## src/rtl/fft_pkg.sv

```systemverilog
// Shared types and constants for the FFT output-side spectral peak search.
package fft_pkg;

  typedef enum logic [1:0] {
    ACC    = 2'd0,
    DRAIN  = 2'd1,
    RESULT = 2'd2
  } state_t;

  localparam int unsigned DRAIN_CYCLES = 2;

  function automatic int unsigned pwr_width(input int unsigned data_width);
    return 2 * data_width;
  endfunction

endpackage

```

## src/rtl/fft_cplx_power.sv

```systemverilog
// Two-stage squared-magnitude pipe (re^2, im^2 then sum) with valid and index sideband.
module fft_cplx_power
  import fft_pkg::*;
#(
  parameter  int unsigned DATA_WIDTH  = 16,
  parameter  int unsigned INDEX_WIDTH = 10,
  localparam int unsigned PWR_WIDTH   = pwr_width(DATA_WIDTH)
) (
  input  logic                     clk,
  input  logic                     rst,
  input  logic                     in_valid,
  input  logic [2*DATA_WIDTH-1:0]  in_data,
  input  logic [INDEX_WIDTH-1:0]   in_index,
  output logic                     out_valid,
  output logic [PWR_WIDTH-1:0]     out_power,
  output logic [INDEX_WIDTH-1:0]   out_index
);

  logic signed [PWR_WIDTH-1:0] re_ext_c;
  logic signed [PWR_WIDTH-1:0] im_ext_c;
  logic [PWR_WIDTH-1:0]        re_sq_c;
  logic [PWR_WIDTH-1:0]        im_sq_c;
  logic [PWR_WIDTH-1:0]        re_sq_q;
  logic [PWR_WIDTH-1:0]        im_sq_q;
  logic                        s1_valid;
  logic [INDEX_WIDTH-1:0]      s1_index;

  // Sign-extend to full width so the square is exact and non-negative
  always_comb begin
    re_ext_c = {{DATA_WIDTH{in_data[DATA_WIDTH-1]}}, in_data[DATA_WIDTH-1:0]};
    im_ext_c = {{DATA_WIDTH{in_data[2*DATA_WIDTH-1]}}, in_data[2*DATA_WIDTH-1:DATA_WIDTH]};
    re_sq_c  = $unsigned(re_ext_c * re_ext_c);
    im_sq_c  = $unsigned(im_ext_c * im_ext_c);
  end

  always_ff @(posedge clk) begin
    if (rst) begin
      s1_valid  <= 1'b0;
      s1_index  <= '0;
      re_sq_q   <= '0;
      im_sq_q   <= '0;
      out_valid <= 1'b0;
      out_index <= '0;
      out_power <= '0;
    end else begin
      s1_valid  <= in_valid;
      s1_index  <= in_index;
      re_sq_q   <= re_sq_c;
      im_sq_q   <= im_sq_c;
      out_valid <= s1_valid;
      out_index <= s1_index;
      out_power <= re_sq_q + im_sq_q;
    end
  end

endmodule

```

## src/rtl/fft_peak_search.sv

```systemverilog
// Streaming peak-power search over one FFT output frame, result on a valid/ready port.
// Build option FFT_PEAK_SKIP_DC_EN: bin 0 is counted but never eligible as the peak.
module fft_peak_search
  import fft_pkg::*;
#(
  parameter  int unsigned DATA_WIDTH = 16,
  parameter  int unsigned ADDR_WIDTH = 9,
  localparam int unsigned PWR_WIDTH  = pwr_width(DATA_WIDTH)
) (
  input  logic                    clk,
  input  logic                    rst,
  input  logic [2*DATA_WIDTH-1:0] s_axi_data,
  input  logic [ADDR_WIDTH:0]     s_axi_user,
  input  logic                    s_axi_last,
  input  logic                    s_axi_valid,
  output logic                    s_axi_ready,
  output logic                    m_res_valid,
  input  logic                    m_res_ready,
  output logic [ADDR_WIDTH:0]     m_res_index,
  output logic [PWR_WIDTH-1:0]    m_res_power,
  output logic [ADDR_WIDTH+1:0]   m_res_count
);

  localparam int unsigned IDX_W   = ADDR_WIDTH + 1;
  localparam int unsigned CNT_W   = ADDR_WIDTH + 2;
  localparam int unsigned DRAIN_W = $clog2(DRAIN_CYCLES + 1);

  state_t               state;
  state_t               state_next;
  logic [DRAIN_W-1:0]   drain_cnt;
  logic [DRAIN_W-1:0]   drain_cnt_next;

  logic                    accept_c;
  logic                    handshake_c;
  logic                    eligible_c;
  logic                    load_c;

  logic                    in_valid_q;
  logic [2*DATA_WIDTH-1:0] in_data_q;
  logic [IDX_W-1:0]        in_index_q;

  logic                    pipe_valid;
  logic [PWR_WIDTH-1:0]    pipe_power;
  logic [IDX_W-1:0]        pipe_index;
  logic                    peak_seen;

  assign accept_c    = s_axi_valid & s_axi_ready;
  assign handshake_c = m_res_valid & m_res_ready;

  // Input register isolates upstream timing; it is the first of the three drain slots
  always_ff @(posedge clk) begin
    if (rst) begin
      in_valid_q <= 1'b0;
      in_data_q  <= '0;
      in_index_q <= '0;
    end else begin
      in_valid_q <= accept_c;
      if (accept_c) begin
        in_data_q  <= s_axi_data;
        in_index_q <= s_axi_user;
      end
    end
  end

  fft_cplx_power #(
    .DATA_WIDTH  (DATA_WIDTH),
    .INDEX_WIDTH (IDX_W)
  ) u_power (
    .clk       (clk),
    .rst       (rst),
    .in_valid  (in_valid_q),
    .in_data   (in_data_q),
    .in_index  (in_index_q),
    .out_valid (pipe_valid),
    .out_power (pipe_power),
    .out_index (pipe_index)
  );

`ifdef FFT_PEAK_SKIP_DC_EN
  assign eligible_c = pipe_valid && (pipe_index != '0);
`else
  assign eligible_c = pipe_valid;
`endif

  // Strict greater-than keeps the earliest bin on ties
  assign load_c = eligible_c && (!peak_seen || (pipe_power > m_res_power));

  always_ff @(posedge clk) begin
    if (rst) begin
      state     <= ACC;
      drain_cnt <= '0;
    end else begin
      state     <= state_next;
      drain_cnt <= drain_cnt_next;
    end
  end

  always_comb begin
    state_next     = state;
    drain_cnt_next = drain_cnt;
    unique case (state)
      ACC: begin
        if (accept_c && s_axi_last) begin
          state_next     = DRAIN;
          drain_cnt_next = DRAIN_W'(DRAIN_CYCLES);
        end
      end
      DRAIN: begin
        if (drain_cnt == '0) begin
          state_next = RESULT;
        end else begin
          drain_cnt_next = drain_cnt - DRAIN_W'(1);
        end
      end
      RESULT: begin
        if (m_res_ready) begin
          state_next = ACC;
        end
      end
      default: begin
        state_next     = ACC;
        drain_cnt_next = '0;
      end
    endcase
  end

  // Handshake registers follow the next state so they line up with the state change
  always_ff @(posedge clk) begin
    if (rst) begin
      s_axi_ready <= 1'b0;
      m_res_valid <= 1'b0;
    end else begin
      s_axi_ready <= (state_next == ACC);
      m_res_valid <= (state_next == RESULT);
    end
  end

  always_ff @(posedge clk) begin
    if (rst) begin
      m_res_count <= '0;
    end else if (handshake_c) begin
      m_res_count <= '0;
    end else if (accept_c && (m_res_count != {CNT_W{1'b1}})) begin
      m_res_count <= m_res_count + CNT_W'(1);
    end
  end

  always_ff @(posedge clk) begin
    if (rst) begin
      peak_seen   <= 1'b0;
      m_res_index <= '0;
      m_res_power <= '0;
    end else if (handshake_c) begin
      peak_seen   <= 1'b0;
      m_res_index <= '0;
      m_res_power <= '0;
    end else if (load_c) begin
      peak_seen   <= 1'b1;
      m_res_index <= pipe_index;
      m_res_power <= pipe_power;
    end
  end

endmodule

```

## config.mk

```make
export PLATFORM = sky130hd
export DESIGN_NAME = fft_peak_search
export DESIGN_NICKNAME = d
export VERILOG_FILES = /design/src/rtl/fft_pkg.sv /design/src/rtl/fft_cplx_power.sv /design/src/rtl/fft_peak_search.sv
export SDC_FILE = /design/constraint.sdc
export NUM_CORES = 2
export LEC_CHECK = 0
export ABC_AREA = 1
export CORE_ASPECT_RATIO = 1.25
export CORE_MARGIN = 10
export CORE_UTILIZATION = 35
export CTS_CLUSTER_DIAMETER = 40
export DETAILED_ROUTE_END_ITERATION = 12
export REMOVE_ABC_BUFFERS = 1
export SLEW_MARGIN = 20
export SYNTH_ARGS = -nofsm -noshare
export SYNTH_HDL_FRONTEND = slang
export SYNTH_SLANG_ARGS = --single-unit
```

## constraint.sdc

```tcl
create_clock -name clk -period 14.9 [get_ports clk]
set_input_delay 2.98 -clock clk [delete_from_list [all_inputs] [get_ports clk]]
set_output_delay 2.98 -clock clk [all_outputs]
set_load 0.005 [all_outputs]
```

**A small window of the routed layout**

Scale bar: 5 um. Region (127, 226) to (147, 246) um. Cells in grey, sequential cells in the stronger grey; small squares are vias.
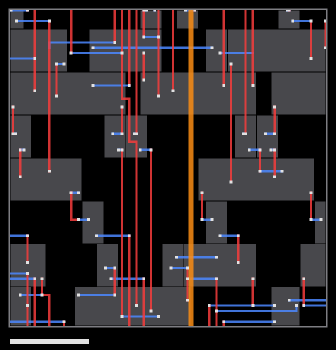
Key: M1 = blue; M2 = red; M4 = orange
Sequential cells in the window: 0. Most frequent: inv_1 (11), fa_1 (6). 21 logic cells have their middle in the window.

**I/O pins on the die edge**

Scale bar: 100 um. Pins as bars across the die edge, other pins in grey.
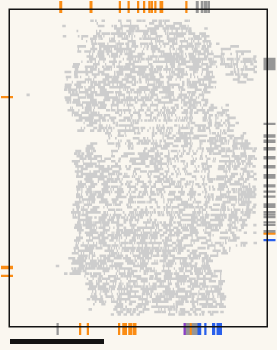
Key: s_axi_ready = purple [pins 1, direction output, edge bottom]; m_res_index = blue [pins 10, direction output, edge 9 bottom, 1 right]; s_axi_data = orange [pins 32, direction input, edge 14 top, 13 bottom, 4 left, 1 right]
All pins by edge: 39 bottom, 39 right, 20 top, 4 left.

==> qor.yml <==
p_comb_share_pct: 42.1
p_int_mw: 1.71
worst_pin_slew_ns: 0.992
hp-start: "u_power.s1_valid"
gr-total-overflow: 0
yosys_warnings: 0
r2r_end: "u_power.re_sq_q[29]"
setup_tns_ns: 0
r2r_cells: 18
power_density_mw_per_mm2: 92.7
ys_cells: 3505
seq_power_share_pct: 26.2
switchingPower_mw: 1.19
arrival_ns: 7.10
muxShareOfSynthArea_pct: 0
synthAdderAreaFrac_pct: 44.3
cp-start-kind: "flop"
top_cell: "inv_1"
ff2ff_setup_slack_ns: 8.31
status: "finished, final reports clean"
grt_start_max_net_pins: 89
ctsRootBufferMaster: "clkbuf_16"
min_period_ns: 6.59
cts_buffer_depth: 3
synthDistinctLibCells: 50
diodes: 2
crit_end: "u_power.re_sq_q[29]"
die_area_mm2: 0.0920
drv_cap: 0
wl_met1_um: 27700
dr_wl_met2_um: 36300
finalSetupViolations: 0
seq_share_pct: 14.0
clockPowerShare_pct: 31.7
syn-cell-area_mm2: 0.0281
leakagePower_nw: 16.3
comb_share_pct: 62.8
finalCritPeriodShare_pct: 44.2
highest_layer: "met5"
numSynthFlops: 219
die_h_um: 337
grt_pass1_vias: 22400
drcViolationCount: 0
grt_pass1_wl_um: 114000
clkCellAreaFrac_pct: 4.25
final_cell_mix: "933 x inv_1, 561 x nand2_1, 470 x fa_1"
simple_gate_share_pct: 14.6
crit_required_ns: 15.41
cts_max_level: 2
io_pins: 102
path_cells: "nand2_1 > fa_1 > inv_1 > fa_1 > fa_1 > fa_1 > fa_1 > inv_1 > fa_1 > inv_1 > ha_1 > a21oi_1 > o21ai_0 > a211oi_1 > o21ai_0 > nor2_1 > o21ai_1 > nor2_1"
floorplan.core_util_pct: 35.2
p_sw_share_pct: 41.1
ys_area_mm2: 0.0281
cts.sinks: 219
startpoint: "in_data_q[15]"
path_class: "flop to flop"
rows: 116
synth-main-ff-cell: "dfxtp_1"
vdd_ir_drop_max_mv: 0.0619
seq_power_mw: 0.760
synth.cellmix.compoundShare_pct: 9.91
inverters_excl_clock: 941
cts_resized: 0
reg2reg_from: "in_data_q[15]"
nNonClkBuffers: 109
dp.final_hpwl_um: 57100
path_max_fanout: 23
cp_common_cell: "fa_1"
clk_pin_slew_ns: 0.06
drive_above_1_share_pct: 3.92
p_comb_mw: 1.22
synthCells: 3505
wl_met3_um: 2540
bufAreaShareNonClock_pct: 3.40
finalInstanceArea_mm2: 0.0313
slowest_stage: "dfxtp_1"
synthArstFlopShare_pct: 0
**The clock network**

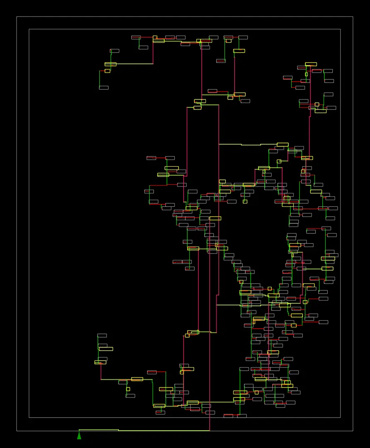
TritonCTS Buffers: 38
Final Skew: 0.0256 ns
Clock group: 0.921 mW

**Wiring heat map**

The die is cut into 27 by 34 equal tiles; white is low, dark blue is high, scaled to the fullest tile. Values are wire area over tile area, all layers added.
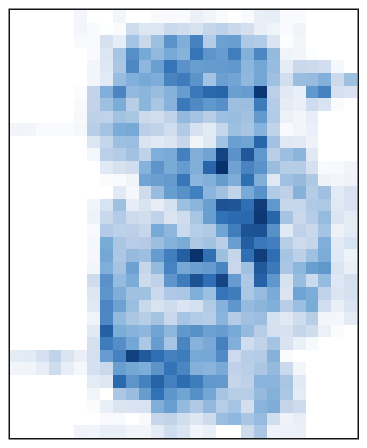
19% of the tiles are over half the peak. The mean over all tiles is 0.12. The densest ninth of the die: middle. 28% of the tiles are nearly empty. The fullest tile reaches 0.46.
final WL: 69200 um
Routed WL per cell: 14.9 um
gr usage total: 15.3%
vias post-DR: 21500

[sequential cells by signal, indices dropped and copies added (netlist names), 2 cells and up]
name	count
u_power.im_sq_q	31
in_index_q	10
in_data_q	32
m_res_power	32
drain_cnt	2
state	2
u_power.out_power	32
m_res_index	10
m_res_count	11
u_power.s1_index	10
u_power.out_index	10
u_power.re_sq_q	31
[stage by stage]
stage,hold WS [ns],power (mW),instances,setup WS [ns]
after floorplan,0.388,1.63,3394,9.28
after global placement,0.380,1.99,4565,8.30
after detailed placement,0.387,2.00,4565,8.35
after CTS,0.396,2.94,4634,8.32
after global routing,0.410,3.14,4634,8.03
final,0.394,2.90,4636,8.31
No activity file was given, so power comes from the tool's default toggle rates.
